`src/rtl/d_ff_pkg.sv`:
```
// Shared helpers for the d_ff register pipeline: occupancy counter width and
// the default per-bit reset level used to build RESET_VALUE.
package d_ff_pkg;

  localparam logic D_FF_RESET_BIT = 1'b0;

  // Bits needed to hold an occupancy from 0 up to and including depth.
  function automatic int count_width(input int depth);
    return $clog2(depth + 1);
  endfunction

endpackage

```
`src/rtl/d_ff_stage.sv`:
```
// One pipeline slot: a valid bit plus data register. It loads whenever it is
// empty or the downstream slot can take its current contents.
module d_ff_stage
  import d_ff_pkg::*;
#(
  parameter int               WIDTH       = 8,
  parameter logic [WIDTH-1:0] RESET_VALUE = {WIDTH{D_FF_RESET_BIT}}
) (
  input  logic             clk,
  input  logic             sync_reset,
  input  logic             i_flush,
  input  logic             i_valid,
  input  logic [WIDTH-1:0] i_data,
  input  logic             i_rdy_in,
  output logic             o_valid,
  output logic [WIDTH-1:0] o_data,
  output logic             o_rdy_out
);

  logic             r_valid;
  logic [WIDTH-1:0] r_data;

  assign o_rdy_out = ~r_valid | i_rdy_in;
  assign o_valid   = r_valid;
  assign o_data    = r_data;

  // Data only moves with a valid token, so bubbles never toggle the register.
  always_ff @(posedge clk) begin
    if (sync_reset) begin
      r_valid <= 1'b0;
      r_data  <= RESET_VALUE;
    end else if (i_flush) begin
      r_valid <= 1'b0;
    end else if (o_rdy_out) begin
      r_valid <= i_valid;
      if (i_valid) begin
        r_data <= i_data;
      end
    end
  end

endmodule

```
`src/rtl/d_ff_pipeline.sv`:
```
// DEPTH-stage valid/ready register pipeline with bubble collapsing, flush and
// an occupancy count; the standard delay/retiming element for datapaths.
module d_ff_pipeline
  import d_ff_pkg::*;
#(
  parameter int               WIDTH       = 8,
  parameter int               DEPTH       = 4,
  parameter logic [WIDTH-1:0] RESET_VALUE = {WIDTH{D_FF_RESET_BIT}}
) (
  input  logic                          clk,
  input  logic                          sync_reset,
  input  logic                          i_flush,
  input  logic                          i_valid,
  input  logic [WIDTH-1:0]              i_value,
  output logic                          o_ready,
  output logic                          o_valid,
  output logic [WIDTH-1:0]              o_value,
  input  logic                          i_ready,
  output logic [count_width(DEPTH)-1:0] o_count,
  output logic                          o_full,
  output logic                          o_empty
);

  localparam int            CW      = count_width(DEPTH);
  localparam logic [CW-1:0] C_DEPTH = CW'(DEPTH);

  // Handshake rule: a transfer happens on a rising edge where valid and ready
  // are both high; ready may depend combinationally on downstream ready.
  logic [DEPTH-1:0] w_valid;
  logic [DEPTH-1:0] w_rdy_in;
  logic [DEPTH-1:0] w_rdy_out;
  logic [WIDTH-1:0] w_data [DEPTH];
  logic             w_in_hs;
  logic             w_out_hs;
  logic [CW-1:0]    r_count;

  // Ready into stage k is high unless stages k+1..DEPTH-1 are all full and
  // downstream stalls; built from registered valids so no comb loop forms.
  always_comb begin : ready_chain
    logic v_acc;
    v_acc = i_ready;
    for (int k = DEPTH - 1; k >= 0; k--) begin
      w_rdy_in[k] = v_acc;
      v_acc       = v_acc | ~w_valid[k];
    end
  end

  // Stage 0 ready dominates every later stage ready, so the OR equals it.
  assign o_ready  = (|w_rdy_out) & ~i_flush;
  assign w_in_hs  = i_valid & o_ready;
  assign o_valid  = w_valid[DEPTH-1];
  assign o_value  = w_data[DEPTH-1];
  assign w_out_hs = o_valid & i_ready;

  for (genvar k = 0; k < DEPTH; k++) begin : g_stage
    logic             w_stage_valid;
    logic [WIDTH-1:0] w_stage_data;

    if (k == 0) begin : g_head
      assign w_stage_valid = w_in_hs;
      assign w_stage_data  = i_value;
    end else begin : g_body
      assign w_stage_valid = w_valid[k-1];
      assign w_stage_data  = w_data[k-1];
    end

    d_ff_stage #(
      .WIDTH       (WIDTH),
      .RESET_VALUE (RESET_VALUE)
    ) u_stage (
      .clk        (clk),
      .sync_reset (sync_reset),
      .i_flush    (i_flush),
      .i_valid    (w_stage_valid),
      .i_data     (w_stage_data),
      .i_rdy_in   (w_rdy_in[k]),
      .o_valid    (w_valid[k]),
      .o_data     (w_data[k]),
      .o_rdy_out  (w_rdy_out[k])
    );
  end

  always_ff @(posedge clk) begin
    if (sync_reset || i_flush) begin
      r_count <= '0;
    end else if (w_in_hs && !w_out_hs) begin
      r_count <= r_count + CW'(1);
    end else if (!w_in_hs && w_out_hs) begin
      r_count <= r_count - CW'(1);
    end
  end

  assign o_count = r_count;
  assign o_full  = (r_count == C_DEPTH);
  assign o_empty = (r_count == '0);

endmodule

```
`config.mk`:
```
export PLATFORM = sky130hd
export DESIGN_NAME = d_ff_pipeline
export DESIGN_NICKNAME = d
export VERILOG_FILES = /design/src/rtl/d_ff_pkg.sv /design/src/rtl/d_ff_stage.sv /design/src/rtl/d_ff_pipeline.sv
export SDC_FILE = /design/constraint.sdc
export NUM_CORES = 1
export LEC_CHECK = 0
export ABC_AREA = 1
export CAP_MARGIN = 30
export CORE_ASPECT_RATIO = 0.6
export CORE_MARGIN = 1
export CORE_UTILIZATION = 50
export DETAILED_ROUTE_END_ITERATION = 7
export GPL_TIMING_DRIVEN = 0
export PLACE_DENSITY = 0.86
export SYNTH_ARGS = -nofsm -noshare
export SYNTH_HDL_FRONTEND = slang
export SYNTH_SLANG_ARGS = --single-unit
```
`constraint.sdc`:
```
create_clock -name clk -period 2.09 [get_ports clk]
set_input_delay 0.418 -clock clk [delete_from_list [all_inputs] [get_ports clk]]
set_output_delay 0.418 -clock clk [all_outputs]
set_load 0.01 [all_outputs]
```
Fig. 1: run 1, PDN straps and rails
Bar = 20 µm. Pins as bars on the die edge.
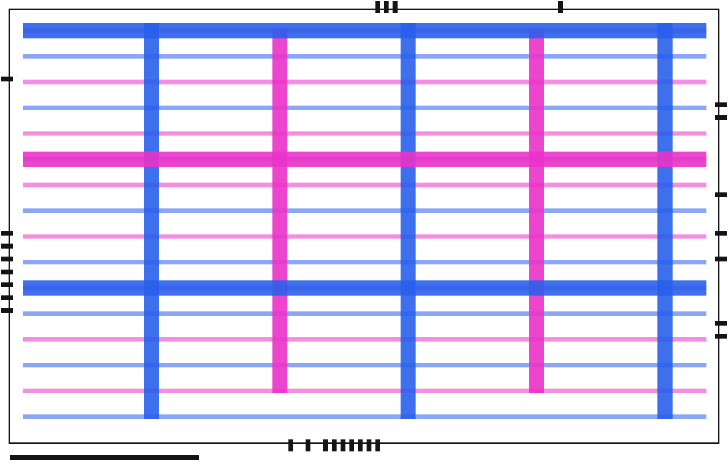
- VSS: blue
- VDD: magenta
- met4 straps: 5
- met1 rails: 16
- signal pins: 28
- rows: 15
- met5 straps: 3
Peak supply drop: 0.4168 mV
Die H: 45.70 µm
placeable core region: 2947 µm²
die boundary width: 74.84 µm

Fig. 2: run 1, cells colored by class
Bar = 20 µm.
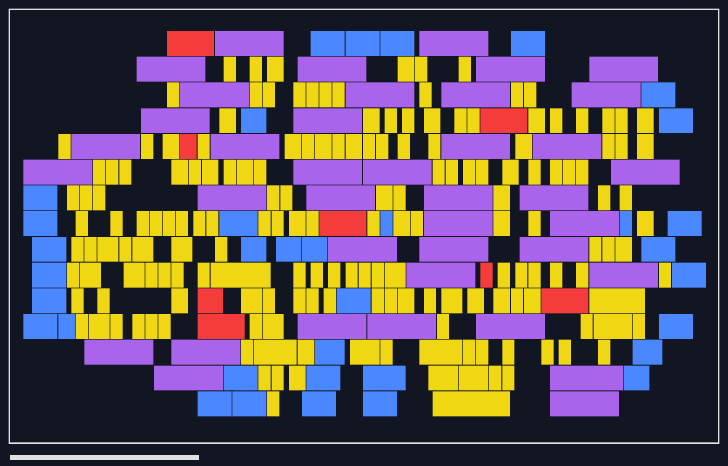
- remaining logic cells: yellow (cells 174; share of their area 40%)
- remaining buffers and delay cells: blue (cells 35; share of their area 16%)
- clock drivers and dummy loads: red (cells 8; share of their area 4.3%)
- sequential cells: purple (cells 39; share of their area 39%)
final design area excluding fillers: 2043 µm²
post-layout utilization of the core: 69.34%
sequential fraction of total cell area: 38.27%
Core Rows: 15

Fig. 3: run 1, clock network drawn from the DEF
Bar = 20 µm.
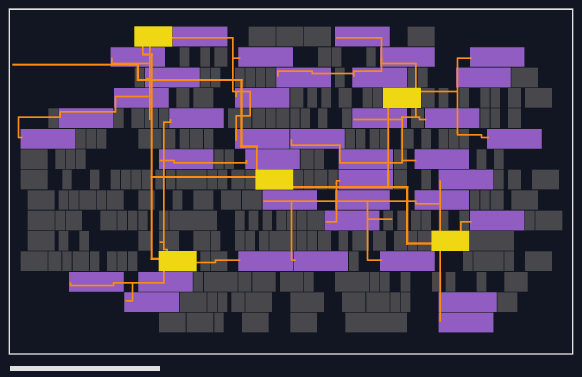
- clock wires: orange (length 447 µm)
- flip-flops: purple (count 39)
- clock-net drivers: yellow (count 5)
- routed clock nets: 6
Clk network pwr share: 35.3%
Max Clock Skew: 8.699 ps
clock latency of the later-clocked register in the worst-skew pair: 290 ps

Fig. 4: run 1, wiring by layer
Only two layers are drawn.
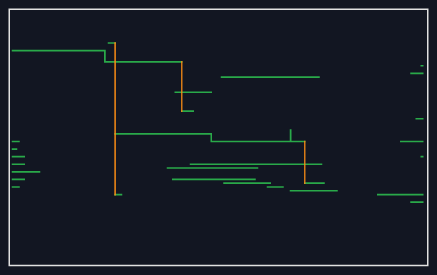
- M3: green (wire length 207 µm)
- M4: orange (wire length 43.5 µm)
Total Wirelength: 3.143 mm
wire length per cell: 10.55 µm

==> run summary, run 1 <==
Here are the numbers from the latest Yosys + OpenROAD run.

The flow ran to the end, and the final reports show no timing, DRC or antenna violations. The die covers 3420 µm². Buffers inserted to repair hold after CTS numbered 0. The report lists the power per cell area as 681.5 nW/µm². Summed over all cells, the static leakage comes to 0.9321 nW. STA classifies the critical path startpoint as a register. The tightest slew margin relative to the limit came out at 75.83%. In this run the maximum-capacitance check reported violations numbering 0.

Per the detail_route report, DRC violations left total 0. The type of the setup path with the least slack is register to output pin. The number of warnings the tools reported came out at 26. Setup total negative slack on the finished layout was measured at 0 ps. The total inserted antenna cells came out at 0. The iteration-0 DRC count of the detailed router is 74. The synthesis stats list as the most numerous cell nor2_1. The count of endpoints failing hold in the final timing report is 0. The total grt overflow is 0. The count of library flops with an enable pin is 0.

Yosys attributes the largest share of cell area to dfxtp_1 49%, nor2_1 15%, inv_1 8.0%, o21ai_0 7.9%, nand2_1 5.4%. The count of mapped cells out of synthesis came out at 218. In the synthesized netlist, the cells that appear most often are 63 x nor2_1, 39 x dfxtp_1, 34 x inv_1. From the final report, the count of setup violators was given as 0.

Of all cell types, the one taking the most synthesized area is dfxtp_1. The first-pass GRT wire length came out at 5.402 mm. The H-tree generated during clock tree synthesis spans 2 levels. The tree built by TritonCTS fans out to 39 sinks.

The synthesis-stage register bit count is 39. After legalization and detailed placement, the total HPWL measured 2.234 mm. At the end of the flow, the number of nets in the layout was 270. The required time of the critical path is 1670 ps. Looking at the cell usage after synthesis, the top flip-flop cell is dfxtp_1.

The worst endpoint data arrival time came out at 1570 ps. The count of yosys warnings during synthesis came out at 0. The placer congestion estimate came out at 0.8171. After synthesis, the mean cell area works out to 7.301 µm². The maximum number of pins on one net before global-route repair is 13. Dividing the detail-routed via count by the number of cells gives 4.748. The timing-limited maximum frequency came out at 0.5032 GHz. The final critical path takes up 95.09% of the cycle.

Counting along the longest clock path gives a buffer depth of 2. The number of vias after detailed routing came out at 1415. TritonCTS built the clock tree.
run 1: per-layer routing:
layer | share of wire, % | global-route usage [%]
met1 | 51 | 32.69
met4 | 1.4 | 9.057
met5 | 0 | 0
met2 | 41 | 30.27
met3 | 6.6 | 7.301
run 1: stage by stage:
step	cell area, µm²	instances	utilization, %
floorplan	1592	218	-
global placement	1904	286	64.63
detailed placement	1904	286	64.63
CTS	2024	298	68.70
global route	2043	298	69.34
finish	2043	298	69.34
run 1: sequential cells by signal (all words and copies together), names as in the netlist:
| signal | count |
|---|---|
| g_stage.u_stage.o_data | 32 |
| g_stage.u_stage.o_valid | 4 |
| o_count | 3 |
run 1: critical path: stages, from the launching register on:
cell	delay (ps)
dfxtp_2	340
inv_1	60
nor2_4	110
nand4_1	210
buf_6	200
inv_1	40
nor2_1	30
dlygate4sd2_1	290
run 1: kinds of logic after synthesis:
group	synth area share [%]
buffers and inverters	10.93
DFF	49.06
xor gates and xnor gates	0.5504
and+or+nand+nor	27.99
adders and majority gates	2.044
AOI/OAI and AO/OA	9.434
run 1: where the power goes:
part | internal, mW | switching (mW)
sequential | 0.761 | 0.0104
combinational | 0.0611 | 0.0691
clock | 0.233 | 0.258
run 1: timing repair:
| item | in CTS | in global routing |
|---|---|---|
| setup endpoints to repair | 3 | 2 |
| setup buffers | 4 | 0 |
| gates resized | 4 | 7 |
| pin swaps | 3 | 2 |
run 1: cell usage in the layout, fill, tap and decap left out, types with 2 or more instances in the layout:
| master | Yosys | routed |
|---|---|---|
| clkbuf_8 | 0 | 5 |
| a21oi_1 | 5 | 4 |
| inv_2 | 3 | 4 |
| clkdlybuf4s50_1 | 0 | 23 |
| buf_4 | 0 | 4 |
| nand2_1 | 23 | 23 |
| dfxtp_1 | 39 | 38 |
| nand4_1 | 9 | 9 |
| o21ai_0 | 25 | 24 |
| inv_1 | 34 | 33 |
| clkbuf_1 | 2 | 3 |
| nor3_1 | 2 | 2 |
| nor2_1 | 63 | 63 |
| dlygate4sd2_1 | 0 | 2 |
run 1: final timing paths:
kind	start	cells past startpoint	to	slack [ps]
min reg2reg	g_stage[1].u_stage.o_data[5]	2	g_stage[1].u_stage.o_data[5]	480
max	g_stage[3].u_stage.o_valid	7	o_ready	100
min	g_stage[1].u_stage.o_data[5]	2	g_stage[1].u_stage.o_data[5]	480
max reg2reg	g_stage[3].u_stage.o_valid	12	o_count[2]	210
run 1: cell type report:
class / count / share of cell area [%]
flip-flops and latches: 39 / 38.27
clock buffers: 6 / 3.552
inverters: 38 / 6.981
plain buffers: 5 / 1.531
multi-input cells: 136 / 32.27
well taps: 42 / 2.572
clock inverters: 2 / 0.6124
repair buffers: 30 / 14.21
## Run 2: what changed since run 1
--- a/config.mk
+++ b/config.mk
@@ -6,6 +6,7 @@
 export NUM_CORES = 1
 export LEC_CHECK = 0
 export ABC_AREA = 1
+export ABC_CLOCK_PERIOD_IN_PS = 2090
 export CAP_MARGIN = 30
 export CORE_ASPECT_RATIO = 0.6
 export CORE_MARGIN = 1
==> run summary, run 2 <==
Here are the numbers from the latest Yosys + OpenROAD run.

The flow ran to the end, and the final reports show no timing, DRC or antenna violations. The overall die height came out at 45.70 µm (unchanged). The core area came out at 2947 µm² (unchanged). The H-tree level count came out at 2 (unchanged). The maximum clock path buffer count was 2 (unchanged). The count of endpoints failing hold in the final timing report is 0 (unchanged). The most common cell after layout, fill and taps aside is nor2_1. The cell area after placement came out at 1904 µm² (unchanged). The dominant kind of combinational cell is simple AND/OR/NAND/NOR gates. The total die size came out at 3420 µm² (unchanged). The mean instance size in the synthesized netlist is 7.301 µm² (unchanged).

The worst endpoint data arrival time is 1570 ps (about the same). The tightest slew margin relative to the limit came to 75.83% (unchanged). The TritonCTS clock tree is built. The placer congestion estimate is 0.8171 (unchanged). The number of flip-flops in the largest register is 32 (unchanged). The count of mapped cells out of synthesis is 218 (unchanged). The count of unresolved DRC violations after routing is 0 (unchanged). The areal power density over the cells is 681.5 nW/µm² (unchanged).

The area fraction in full adders, half adders and majority gates was 2.044% (unchanged). The synthesized design spends more area on one cell type than any other, namely dfxtp_1. The maximum number of pins on one net before global-route repair came to 13 (unchanged). The aggregate negative setup slack is 0 ps (unchanged).

The post-synthesis share of cell area spent on and-or and or-and gates came out at 9.434% (unchanged). The register-to-register setup slack came out at 210 ps (about the same).
-- run 2: cell counts after synthesis --
Identical to the previous run, type by type.
-- run 2: worst min-delay path by stage --
stage                     slack (ps)                          from                           end
final                            480  g_stage[1].u_stage.o_data[5]  g_stage[1].u_stage.o_data[5]
after floorplan                  450  g_stage[1].u_stage.o_data[0]  g_stage[1].u_stage.o_data[0]
after CTS                        480    g_stage[0].u_stage.o_valid    g_stage[1].u_stage.o_valid
after global routing             500  g_stage[1].u_stage.o_data[5]  g_stage[1].u_stage.o_data[5]
after global placement           460  g_stage[1].u_stage.o_data[4]  g_stage[1].u_stage.o_data[4]
after detailed placement         470  g_stage[1].u_stage.o_data[5]  g_stage[1].u_stage.o_data[5]
-- run 2: kinds of logic after synthesis --
kind of cell    after synthesis
compound gates               30
flops                        39
fa+ha+maj                     2
buf+inv                      43
simple gates                103
xor+xnor                      1
-- run 2: what timing repair did --
action	CTS	global route
hold buffers	0	0
endpoints found under the setup margin	3	2
pin swaps	3	2
gates resized	4	7
cloned	0	0
setup buffers	4	0
-- run 2: critical path, delay by kind of cell (launching register included) --
kind	cells	cell delay, ps
flops	1	340
buf+inv	4	590
simple gates	3	350
-- run 2: layout make-up --
class / instances / area, µm² / share of cell area (%)
plain buffers: 5 / 31.28 / 1.531
clock buffers: 6 / 72.57 / 3.552
clock inverters: 2 / 12.51 / 0.6124
inverters: 38 / 142.6 / 6.981
multi-input cells: 136 / 659.4 / 32.27
flip-flops and latches: 39 / 782.0 / 38.27
well taps: 42 / 52.55 / 2.572
repair buffers: 30 / 290.3 / 14.21
-- run 2: layer usage --
layer  vias up  GRT usage [%]  part of all wire [%]
met2        37          30.27                    41
met1       623          32.69                    51
met3         7          7.301                   6.6
met4         0          9.057                   1.4
li1        748              -                     -
met5         -              0                     0
-- run 2: power by group --
part | switching, mW | leakage [nW] | internal [mW] | total, mW
clock | 0.258 | 0.0412 | 0.233 | 0.491
combinational | 0.0691 | 0.574 | 0.0611 | 0.130
sequential | 0.0104 | 0.317 | 0.761 | 0.771
total | 0.337 | 0.932 | 1.06 | 1.39
-- run 2: through the flow --
| stage | hold slack [ps] | utilization (%) |
|---|---|---|
| 3_3_place_gp | 462.1 | 64.63 |
| 6_report | 479.0 | 69.34 |
| 4_1_cts | 477.8 | 68.70 |
| 2_1_floorplan | 449.5 | - |
| 5_1_grt | 502.0 | 69.34 |
| 3_5_place_dp | 465.4 | 64.63 |
Fig. 5: run 2, PDN straps and rails
Bar = 20 µm. Pins as bars on the die edge.
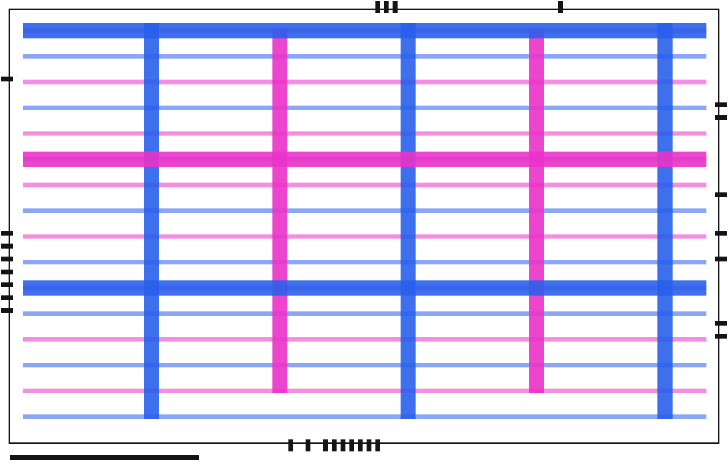
- VSS: blue
- VDD: magenta
- signal pins: 28
- met5 straps: 3
- rows: 15

Fig. 6: run 2, cell outlines without signal wires
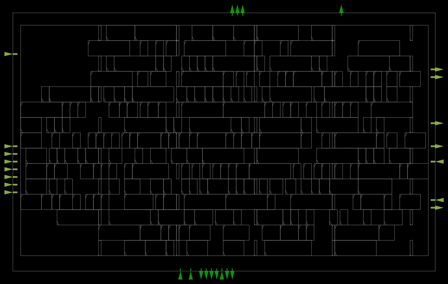
post-route insts no fill: 298
number of tapcells: 42
number of filler instances in the final layout: 251
Seq Cell Count: 39

Power figures rest on the tool's default switching activity, not on a simulated workload.
